==> src/rtl/hack_cpu_mc.sv <==
`default_nettype none
// +----------------------------------------------------------------------------+
// | hack_cpu_mc : parametrised multicycle Hack CPU, req/ack imem and dmem       |
// | Optional: HACK_CPU_INSTRET_EN adds a 32-bit retired-instruction counter.    |
// | Rev 1.0                                                                     |
// +----------------------------------------------------------------------------+
module hack_cpu_mc #(
  parameter int          DW       = 16,
  parameter int          AW       = 15,
  parameter int unsigned RESET_PC = 0
) (
  input  logic          clk,
  input  logic          rstn,
  output logic          imem_req,
  output logic [AW-1:0] imem_addr,
  input  logic          imem_ack,
  input  logic [15:0]   imem_rdata,
  output logic          dmem_req,
  output logic          dmem_we,
  output logic [AW-1:0] dmem_addr,
  output logic [DW-1:0] dmem_wdata,
  input  logic          dmem_ack,
  input  logic [DW-1:0] dmem_rdata,
  output logic [AW-1:0] pc,
  output logic          retire
`ifdef HACK_CPU_INSTRET_EN
  ,
  output logic [31:0]   instret
`endif
);

  generate
    if (DW < 16 || AW > DW) begin : g_bad_params
      $error("hack_cpu_mc: requires DW >= 16 and AW <= DW");
    end
  endgenerate

  typedef enum logic [1:0] {
    S_FETCH = 2'd0,
    S_DLOAD = 2'd1,
    S_EXEC  = 2'd2,
    S_STORE = 2'd3
  } state_t;

  state_t        state_q, state_d;
  logic [AW-1:0] pc_q, pc_d;
  logic [DW-1:0] a_q, a_d;
  logic [DW-1:0] d_q, d_d;
  logic [15:0]   ir_q, ir_d;
  logic [DW-1:0] mr_q, mr_d;
  logic [AW-1:0] wa_q, wa_d;
  logic [DW-1:0] wd_q, wd_d;

  logic          imem_req_w;
  logic          dmem_req_w;
  logic          dmem_we_w;
  logic [AW-1:0] dmem_addr_w;
  logic          retire_w;

  logic [DW-1:0] alu_x;
  logic [DW-1:0] alu_y;
  logic [DW-1:0] alu_out;
  logic          alu_zr;
  logic          alu_ng;
  logic          jump;
  logic [AW-1:0] pc_inc;
  logic [DW-1:0] a_imm;

  // Hack ALU: control bits zx nx zy ny f no sit in IR[11:6]
  always_comb begin
    alu_x = d_q;
    alu_y = ir_q[12] ? mr_q : a_q;
    if (ir_q[11]) alu_x = '0;
    if (ir_q[10]) alu_x = ~alu_x;
    if (ir_q[9])  alu_y = '0;
    if (ir_q[8])  alu_y = ~alu_y;
    alu_out = ir_q[7] ? (alu_x + alu_y) : (alu_x & alu_y);
    if (ir_q[6])  alu_out = ~alu_out;
  end

  assign alu_zr = (alu_out == '0);
  assign alu_ng = alu_out[DW-1];
  assign jump   = (ir_q[2] & alu_ng) | (ir_q[1] & alu_zr) | (ir_q[0] & ~alu_ng & ~alu_zr);
  assign pc_inc = pc_q + AW'(1);
  assign a_imm  = {{(DW-15){1'b0}}, ir_q[14:0]};

  always_comb begin
    state_d     = state_q;
    pc_d        = pc_q;
    a_d         = a_q;
    d_d         = d_q;
    ir_d        = ir_q;
    mr_d        = mr_q;
    wa_d        = wa_q;
    wd_d        = wd_q;
    imem_req_w  = 1'b0;
    dmem_req_w  = 1'b0;
    dmem_we_w   = 1'b0;
    dmem_addr_w = '0;
    retire_w    = 1'b0;

    case (state_q)
      S_FETCH: begin
        imem_req_w = 1'b1;
        if (imem_ack) begin
          ir_d    = imem_rdata;
          state_d = (imem_rdata[15] && imem_rdata[12]) ? S_DLOAD : S_EXEC;
        end
      end

      S_DLOAD: begin
        dmem_req_w  = 1'b1;
        dmem_addr_w = a_q[AW-1:0];
        if (dmem_ack) begin
          mr_d    = dmem_rdata;
          state_d = S_EXEC;
        end
      end

      S_EXEC: begin
        state_d = S_FETCH;
        if (!ir_q[15]) begin
          a_d      = a_imm;
          pc_d     = pc_inc;
          retire_w = 1'b1;
        end else begin
          // jump target and store address both use A before this instruction writes it
          pc_d = jump ? a_q[AW-1:0] : pc_inc;
          if (ir_q[5]) a_d = alu_out;
          if (ir_q[4]) d_d = alu_out;
          if (ir_q[3]) begin
            wa_d    = a_q[AW-1:0];
            wd_d    = alu_out;
            state_d = S_STORE;
          end else begin
            retire_w = 1'b1;
          end
        end
      end

      S_STORE: begin
        dmem_req_w  = 1'b1;
        dmem_we_w   = 1'b1;
        dmem_addr_w = wa_q;
        if (dmem_ack) begin
          retire_w = 1'b1;
          state_d  = S_FETCH;
        end
      end

      default: state_d = S_FETCH;
    endcase
  end

  always_ff @(posedge clk) begin
    if (!rstn) begin
      state_q <= S_FETCH;
      pc_q    <= AW'(RESET_PC);
      a_q     <= '0;
      d_q     <= '0;
      ir_q    <= '0;
      mr_q    <= '0;
      wa_q    <= '0;
      wd_q    <= '0;
    end else begin
      state_q <= state_d;
      pc_q    <= pc_d;
      a_q     <= a_d;
      d_q     <= d_d;
      ir_q    <= ir_d;
      mr_q    <= mr_d;
      wa_q    <= wa_d;
      wd_q    <= wd_d;
    end
  end

  // requests drop combinationally in the reset cycle so an open transfer is abandoned
  assign imem_req   = rstn & imem_req_w;
  assign imem_addr  = pc_q;
  assign dmem_req   = rstn & dmem_req_w;
  assign dmem_we    = rstn & dmem_we_w;
  assign dmem_addr  = dmem_addr_w;
  assign dmem_wdata = wd_q;
  assign pc         = pc_q;
  assign retire     = rstn & retire_w;

`ifdef HACK_CPU_INSTRET_EN
  logic [31:0] instret_q, instret_d;

  always_comb begin
    instret_d = instret_q;
    if (retire_w) instret_d = instret_q + 32'd1;
  end

  always_ff @(posedge clk) begin
    if (!rstn) begin
      instret_q <= '0;
    end else begin
      instret_q <= instret_d;
    end
  end

  assign instret = instret_q;
`endif

endmodule
`default_nettype wire

==> config.mk <==
export PLATFORM = sky130hd
export DESIGN_NAME = hack_cpu_mc
export DESIGN_NICKNAME = d
export VERILOG_FILES = /design/src/rtl/hack_cpu_mc.sv
export SDC_FILE = /design/constraint.sdc
export NUM_CORES = 1
export LEC_CHECK = 0
export ABC_AREA = 0
export CAP_MARGIN = 0
export CORE_MARGIN = 2
export CORE_UTILIZATION = 40
export CTS_BUF_LIST = sky130_fd_sc_hd__clkbuf_4
export CTS_CLUSTER_DIAMETER = 120
export DETAILED_ROUTE_END_ITERATION = 12
export PLACE_DENSITY = 0.72
export SLEW_MARGIN = 30
export SYNTH_ARGS = -nofsm -noshare
export SYNTH_HDL_FRONTEND = slang
export SYNTH_SLANG_ARGS = --single-unit
==> constraint.sdc <==
create_clock -name clk -period 11.2 [get_ports clk]
set_input_delay 2.24 -clock clk [delete_from_list [all_inputs] [get_ports clk]]
set_output_delay 2.24 -clock clk [all_outputs]
set_load 0.02 [all_outputs]
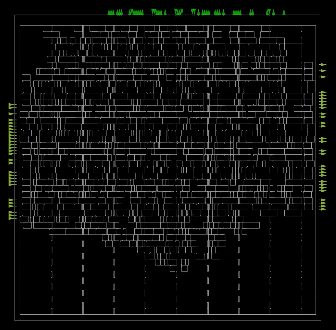
Figure 1: run 1, placement view.
flop share of the area: 27.8%
final std cells w/o fill: 1167
Final Util: 48.3%
number of fill cells in the layout: 1663
Seq cells: 112

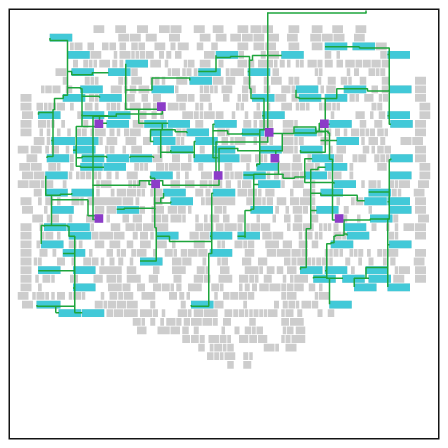
Figure 2: run 1, routed clock nets over the placement.
Key: green = clock wires [length 1300 um]; cyan = flip-flops [count 112]; purple = cells driving clock nets [count 9]
There are 10 routed clock nets.
Clk Latency, worst-skew pair: 0.48 ns
Power Clock: 0.000218 W
worst-case clock skew: 0.0144 ns
clock group share of total power: 24.5%

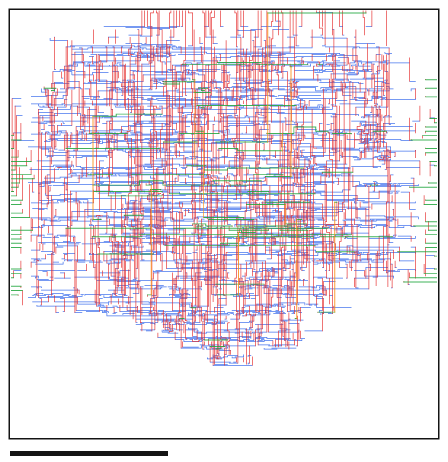
Figure 3: run 1, signal wires by layer.
Bar = 50 um.
Key: orange = met4 [wire length 294 um]; red = met2 [wire length 8300 um]; blue = met1 [wire length 8460 um]; green = met3 [wire length 1230 um]
final wirelength: 18.3 mm
WL per Instance: 15.7 um
DR vias: 6338
GRT Total Usage: 19.9%

## run 1: routing by layer
metal	part of all wire (%)	up-vias	GRT usage (%)	wire [um]
met4	1.6	0	5.27	294
met5	0	-	0	0
met2	45	216	31.7	8300
met3	6.7	23	3.70	1230
met1	46	2933	27.8	8460
li1	-	3166	-	-
## run 1: worst paths after layout
| kind | from | endpoint | slack [ns] | cells past startpoint |
|---|---|---|---|---|
| max | rstn | retire | 4.54 | 6 |
| min | dmem_wdata[3] | dmem_wdata[3] | 0.47 | 2 |
| max reg2reg | ir_q[12] | imem_addr[2] | 5.78 | 17 |
| min reg2reg | dmem_wdata[3] | dmem_wdata[3] | 0.47 | 2 |
## run 1: worst min-delay path: stages, from the launching register on
cell and delay, ns:
dfxtp_1 0.34, nand2_1 0.05, a21oi_1 0.05
==> job_summary.md, run 1 <==
### Yosys + OpenROAD results

| Metric | Value |
|---|---|
| Clock transition at path regs | 0.17 ns |
| Pre-Repair DR Iteration Count | 5 |
| Async SR Flop Fraction | 0% |
| Initial DRC count | 556 |
| Final nets | 996 |
| RSZ-0062 raised after global routing | false |
| Status | completed |
| Pre-CTS WS | 4.54 ns |
| Vias per cell | 5.43 |
| Area Overhead vs Synth | 17.0% |
| Crit path buf inv count | 5 |
| Antenna viol nets, final | 0 |
| CP Launch Type | input pin |
| Synthesized registers | 112 |
| H-tree levels | 3 |
| Non-clock buffers | 111 |
| CP Cell Sequence | clkdlybuf4s50_1 -> buf_4 -> inv_2 -> buf_4 -> nor3_1 -> clkdlybuf4s50_1 |
| Cycle use final | 59.4% |
| WP data required | 8.96 ns |
| Top comb family, area | simple AND/OR/NAND/NOR gates |
| Layout cells sized above 1 | 3.91% |
| Sw Share | 34.5% |
| Yosys warns | 0 |
| Flop area | 0.00224 mm2 |
| Net Sw Power | 0.000307 W |
| Lkg Pwr | 2.78 nW |
| Post-Synth Adder-Cell Area | 3.38% |
| Max VDD drop | 63.3 uV |
| Most common logic cells in the final layout | nand2_1, dfxtp_1, clkdlybuf4s50_1, nor2_1, a21oi_1 |
| Combinational Power | 0.000228 W |
| MUX share of area | 7.28% |
| CTS resizes | 0 |
| Critical path's slowest cell | clkdlybuf4s50_1 |
| Max clock buf depth | 2 |
| Post-DP HPWL | 13.3 mm |
| Total Power | 0.000890 W |
| Area share, top type | 32.5% |
| Crit path DAT | 4.42 ns |
| I/O pin count | 101 |
| Synthesized cell area | 0.00689 mm2 |
| Vias in the first global route | 5657 |
Figure 4. I/O nets highlighted (run 1).
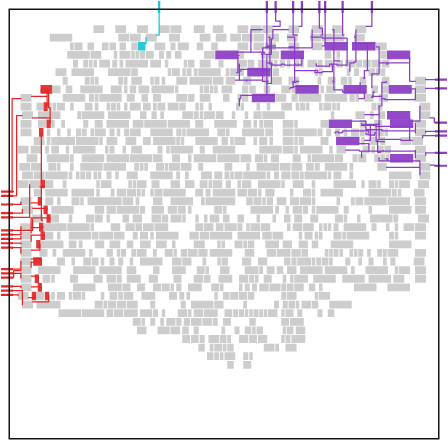

--- run 2 (diff from run 1) ---
clock period = 6.88 ns   (was 11.2 ns; I/O delays follow)
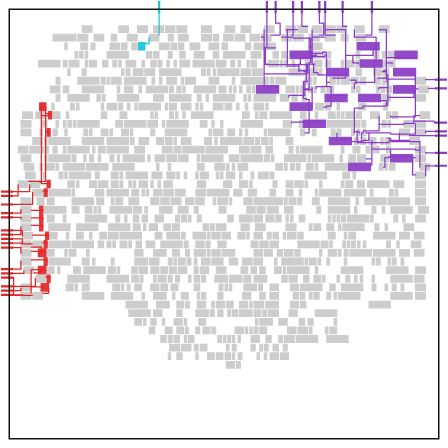
Figure 5: run 2, I/O nets highlighted.
Key: cyan = dmem_we [direction output, end cells 1, buffers 1, wire 11.1 um]; purple = pc [direction output, end cells 15, buffers 15, wire 729 um]; red = imem_rdata [direction input, end cells 18, buffers 16, wire 225 um]
I/O pin count: 101
IO Port Bufs: 100

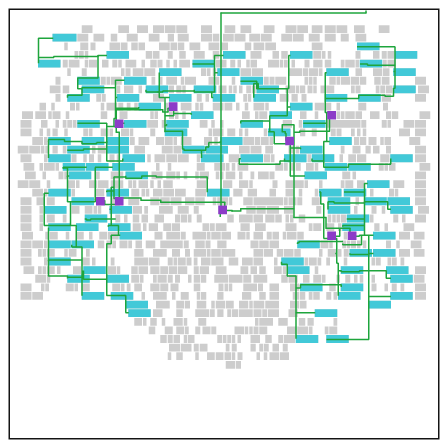
Figure 6: run 2, routed clock nets over the placement.
Key: green = clock wires [length 1370 um]; purple = cells driving clock nets [count 9]; cyan = flip-flops [count 112]
There are 10 routed clock nets.
Power Clock: 0.000342 W
Clk Latency, worst-skew pair: 0.49 ns
worst-case clock skew: 0.0186 ns
clock group share of total power: 23.8%

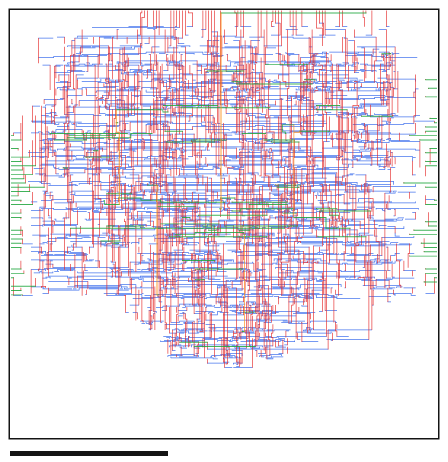
Figure 7: run 2, signal wires by layer.
Bar = 50 um.
Key: orange = met4 [wire length 189 um]; green = met3 [wire length 1050 um]; red = met2 [wire length 8090 um]; blue = met1 [wire length 9000 um]
WL per Instance: 15.7 um
final wirelength: 18.3 mm
GRT Total Usage: 20.2%

==> job_summary.md, run 2 <==
### Yosys + OpenROAD results

| Metric | Value |
|---|---|
| Pre-Repair DR Iteration Count | 7 (+2) |
| Worst r2r src | ir_q[12] |
| Vias per cell | 5.36 (-1.4%) |
| Sw Share | 34.5% (about the same) |
| GR Layer Usage met1 | 29.7% (+1.9 points) |
| Synthesized cell area | 0.00689 mm2 (unchanged) |
| Hold Path End | dmem_wdata[12] |
| Initial DRC count | 423 (-24%) |
| CP Launch Type | register |
| Final std cells w/o fill | 1169 (+0.17%) |
| Total Power | 0.00144 W (+61%) |
| DR WL met2 | 8.09 mm (-2.5%) |
| Max VDD drop | 123 uV (+95%) |
| Lkg Pwr | 2.79 nW (+0.15%) |
| Status | completed |
| Post-DP HPWL | 13.3 mm (+0.13%) |
| Post-Synth Adder-Cell Area | 3.38% (unchanged) |
| Most Crowded Layer GR | met2 |
| Antenna viol nets, final | 0 (unchanged) |
| M2 GR Usage | 31.2% (-0.48 points) |
| Vias in the first global route | 5515 (-2.5%) |
| Area share, top type | 32.5% (unchanged) |
| Reg2Reg Setup Slack | 1.57 ns (-4.21 ns) |
| Combinational Power | 0.000371 W (+63%) |
-- run 2: worst max-delay path by stage --
stage | from | to | depth (start not counted)
after floorplan | ir_q[12] | imem_addr[3] | 18
after global placement | ir_q[12] | imem_addr[14] | 18
after detailed placement | ir_q[12] | imem_addr[11] | 18
after CTS | ir_q[12] | imem_addr[11] | 18
after global routing | ir_q[12] | imem_addr[2] | 18
final | ir_q[12] | imem_addr[11] | 18
-- run 2: final cells by class --
class                      count  area (um2)  area share, %
antenna                        1        2.50         0.0311
clock buffer                   9        67.6          0.838
clock inverter                 7        70.1          0.869
inverter                      13        48.8          0.605
multi-input combinational    695        4260           52.9
sequential                   112        2240           27.8
tap                          220         275           3.42
timing repair buffer         112        1090           13.5
Power figures rest on the tool's default switching activity, not on a simulated workload.
